**Wiring by layer**

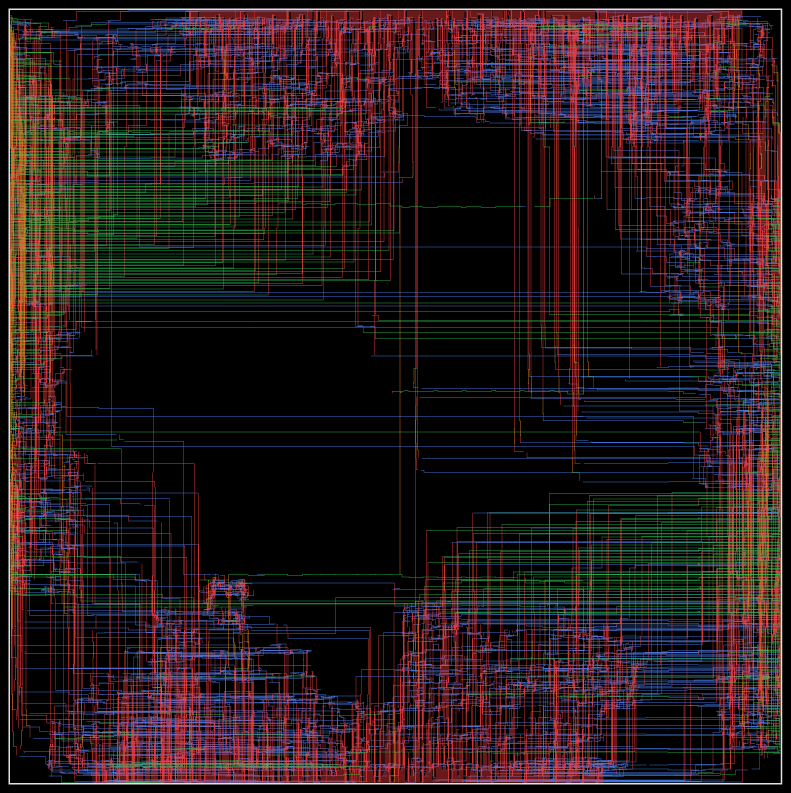
**Routing congestion map**

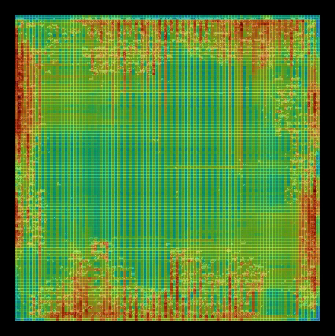
**Metal 2**

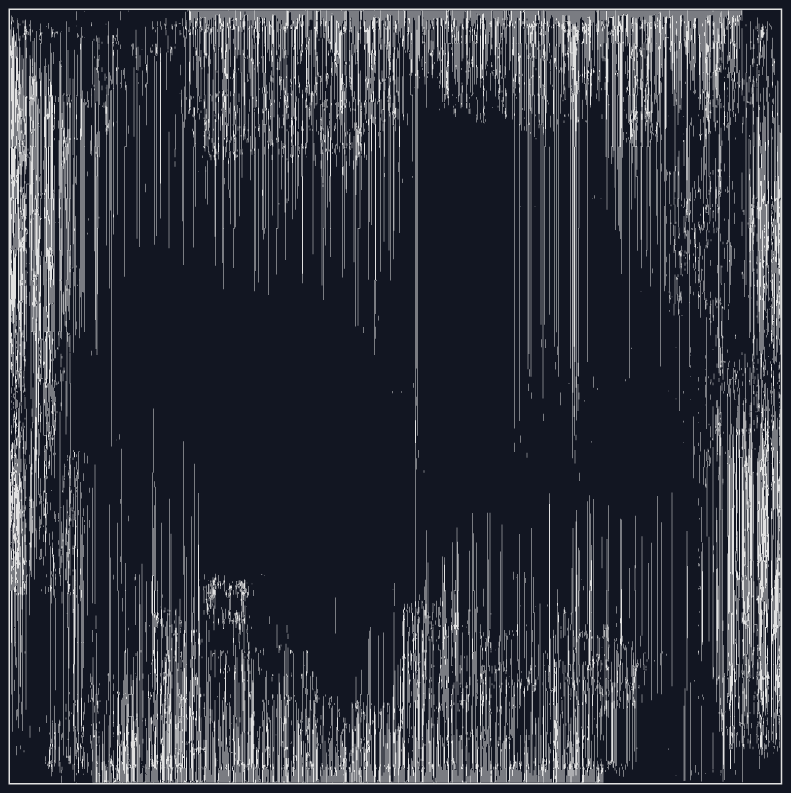
**Cell area per tile**

36 x 36 tiles, from white (low) to dark blue (high), 0 to 100% covered.
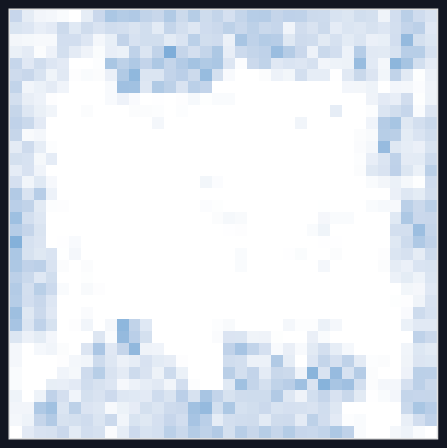
File: src/rtl/muu_resp_arbiter.sv
// Packet-granular round-robin merge of two response streams with max-length enforcement.
// Optional per-source packet and truncation counters when MUU_RESP_ARB_STATS_EN is defined.
module muu_resp_arbiter #(
    parameter int META_WIDTH          = 96,
    parameter int MAX_WORDS_IN_PACKET = 18
) (
    input  logic                    clk,
    input  logic                    rst,
    input  logic [META_WIDTH+511:0] in0_data,
    input  logic [7:0]              in0_user,
    input  logic                    in0_valid,
    input  logic                    in0_last,
    output logic                    in0_ready,
    input  logic [META_WIDTH+511:0] in1_data,
    input  logic [7:0]              in1_user,
    input  logic                    in1_valid,
    input  logic                    in1_last,
    output logic                    in1_ready,
    output logic [META_WIDTH+511:0] out_data,
    output logic [7:0]              out_user,
    output logic                    out_valid,
    output logic                    out_last,
    input  logic                    out_ready,
    output logic                    trunc_err
`ifdef MUU_RESP_ARB_STATS_EN
    ,
    output logic [31:0]             pkt_cnt0,
    output logic [31:0]             pkt_cnt1,
    output logic [15:0]             trunc_cnt
`endif
);

    localparam int         DW       = META_WIDTH + 512;
    localparam logic [9:0] LAST_IDX = 10'(MAX_WORDS_IN_PACKET - 1);

    typedef enum logic {
        ST_IDLE,
        ST_PASS
    } state_t;

    state_t      state;
    logic        grant;
    logic        prio;
    logic [9:0]  beat_cnt;

    logic          out_free;
    logic          sel_valid;
    logic          sel_last;
    logic [DW-1:0] sel_data;
    logic [7:0]    sel_user;
    logic          accept;
    logic          at_limit;
    logic          eff_last;

    always_comb begin
        out_free  = !out_valid || out_ready;
        sel_valid = grant ? in1_valid : in0_valid;
        sel_last  = grant ? in1_last  : in0_last;
        sel_data  = grant ? in1_data  : in0_data;
        sel_user  = grant ? in1_user  : in0_user;
        in0_ready = (state == ST_PASS) && !grant && out_free;
        in1_ready = (state == ST_PASS) &&  grant && out_free;
        accept    = (state == ST_PASS) && sel_valid && out_free;
        at_limit  = (beat_cnt == LAST_IDX);
        eff_last  = sel_last || at_limit;
    end

    always_ff @(posedge clk or posedge rst) begin
        if (rst) begin
            state     <= ST_IDLE;
            grant     <= 1'b0;
            prio      <= 1'b0;
            beat_cnt  <= '0;
            out_data  <= '0;
            out_user  <= '0;
            out_valid <= 1'b0;
            out_last  <= 1'b0;
            trunc_err <= 1'b0;
        end else begin
            trunc_err <= 1'b0;
            case (state)
                ST_IDLE: begin
                    if (in0_valid || in1_valid) begin
                        grant    <= (in0_valid && in1_valid) ? prio : in1_valid;
                        beat_cnt <= '0;
                        state    <= ST_PASS;
                    end
                end
                ST_PASS: begin
                    if (accept) begin
                        trunc_err <= at_limit && !sel_last;
                        // Clearing on packet end keeps beat_cnt within MAX_WORDS_IN_PACKET-1.
                        if (eff_last) begin
                            beat_cnt <= '0;
                            prio     <= ~grant;
                            state    <= ST_IDLE;
                        end else begin
                            beat_cnt <= beat_cnt + 10'd1;
                        end
                    end
                end
                default: state <= ST_IDLE;
            endcase

            if (accept) begin
                out_valid <= 1'b1;
                out_data  <= sel_data;
                out_user  <= sel_user;
                out_last  <= eff_last;
            end else if (out_ready) begin
                out_valid <= 1'b0;
            end
        end
    end

`ifdef MUU_RESP_ARB_STATS_EN
    always_ff @(posedge clk or posedge rst) begin
        if (rst) begin
            pkt_cnt0  <= '0;
            pkt_cnt1  <= '0;
            trunc_cnt <= '0;
        end else begin
            if (accept && eff_last) begin
                if (grant) pkt_cnt1 <= pkt_cnt1 + 32'd1;
                else       pkt_cnt0 <= pkt_cnt0 + 32'd1;
            end
            if (accept && at_limit && !sel_last && trunc_cnt != '1)
                trunc_cnt <= trunc_cnt + 16'd1;
        end
    end
`endif

endmodule

File: config.mk
export PLATFORM = sky130hd
export DESIGN_NAME = muu_resp_arbiter
export DESIGN_NICKNAME = d
export VERILOG_FILES = /design/src/rtl/muu_resp_arbiter.sv
export SDC_FILE = /design/constraint.sdc
export NUM_CORES = 2
export LEC_CHECK = 0
export CORE_AREA = 3 3 716 718
export DETAILED_ROUTE_END_ITERATION = 16
export DIE_AREA = 0 0 719 721
export MAX_ROUTING_LAYER = met4
export PLACE_DENSITY = 0.3
export SYNTH_ARGS = -nofsm -noshare
export SYNTH_HDL_FRONTEND = slang
export SYNTH_SLANG_ARGS = --single-unit
File: constraint.sdc
create_clock -name clk -period 32.7 [get_ports clk]
set_input_delay 9.81 -clock clk [delete_from_list [all_inputs] [get_ports clk]]
set_output_delay 9.81 -clock clk [all_outputs]
set_load 0.1 [all_outputs]
==> summary.txt <==
yosys + openroad results -> WL met2=176900 um, Leakage Power=23.62 nW, critical path's most frequent cell=buf_4, setup ws final=just over 10 ns, WHS Endpoint=out_data[482]$_DFFE_PP0P_, WHS=approximately 0.48 ns, CP Launch Type=primary input, Max Used Layer=met4, Cell Int Power=2.902 mW, NonClk Buf Share=30.75%, initial antenna violation count=between 150 and 200, Inserted Diodes=between 60 and 70, Combinational Power=5.68 mW, postcts setup bufs=0, global route overflow=0, hpwl dp=around 330000 um, Fin. Hold Viols=0, fin. max-slew vios=0, Placed Instances=roughly 11000, H-tree depth=3, Worst-path clk slew=roughly 0.06 ns, Clock Skews=approximately 0.095 ns, hold path startpoint=out_data[482]$_DFFE_PP0P_, die y size=~720 um, CTS tree=yes, CP endpoint=in0_ready, min Tclk post-route=~22 ns, FP Rows=261, Largest register FFs=between 600 and 700, worst path buffer plus inverter count=3, Chip Width=roughly 700 um, worst reg2reg path endpoint=out_data[84]$_DFFE_PP0P_, final setup fails=0, Via density=2.577, Commonest flop=dfrtp_1, clock buffers created by TritonCTS=101, Synth Cell Area=roughly 29000 um^2, Cell area leaders=dfrtp_1, mux2i_1, o21ai_0, Cell Type Count=42, Non-CTS inverters=3, fin area=slightly below 60000 um^2, Worst-Margin Slew=between 1 and 1.5 ns, power per cell area=between 100 and 150 nW/um^2, clock power share=between 10% and 20%, fraction of layout cells with a size suffix above 1=a little over an eighth, setup TNS=0 ns, Tcrit/Tclk final=between 60% and 70%, RSZ-0062 raised after global routing=false, Power Clock=around 1.2 mW, CP max-delay cell=clkdlybuf4s50_1, wire per inst=approximately 33 um, WHS Path Cells=2, Syn Area/Cell=10.50 um^2, YS warnings=0, slack of the worst reg-to-reg path=about 27 ns, Residual DRC=0, Log Warnings=45, first-pass GRT wire length=around 440000 um, Async SR Flop Fraction=100.0%, clock-cell share of area=under 10%, Max Clock Freq=roughly 0.045 GHz, clock tree sinks=632, Worst path top cell family by delay=buffers and inverters, r2r worst-path depth=8, status=completed, P_seq=1.49 mW, gpl congestion=~1.0, Post-synth top cells=dfrtp_1, nand2_1, mux2i_1, biggest regs=out_data: 608 flops, beat_cnt: 10 flops, out_user: 8 flops, num sequential=632, WP depth=5, final cell count without fillers=between 10000 and 15000, count of non-CTS buffers in the layout=1897
Notes on 'wiring by layer' above:
met4 -> orange  # wire length 10300 um
met1 -> blue  # wire length 126 mm
met2 -> red  # wire length 177 mm
met3 -> green  # wire length 59.2 mm

Notes on 'routing congestion map' above:
GRT met3 Usage: 9.918%
grt met2 use: 23.39%
most used routing layer: met2

Notes on 'metal 2' above:
share of all routed wire = 47%
main direction = vertical
longest straight run = 404 um

Notes on 'cell area per tile' above:
emptiest ninth of the die = middle
fullest tile = 48%
mean over tiles = 9.5%
nearly empty tiles = 48%
Init Core Util: 5.733%
fin util: 11.41%
CORE AREA: 505800 um^2

Power figures rest on the tool's default switching activity, not on a simulated workload.
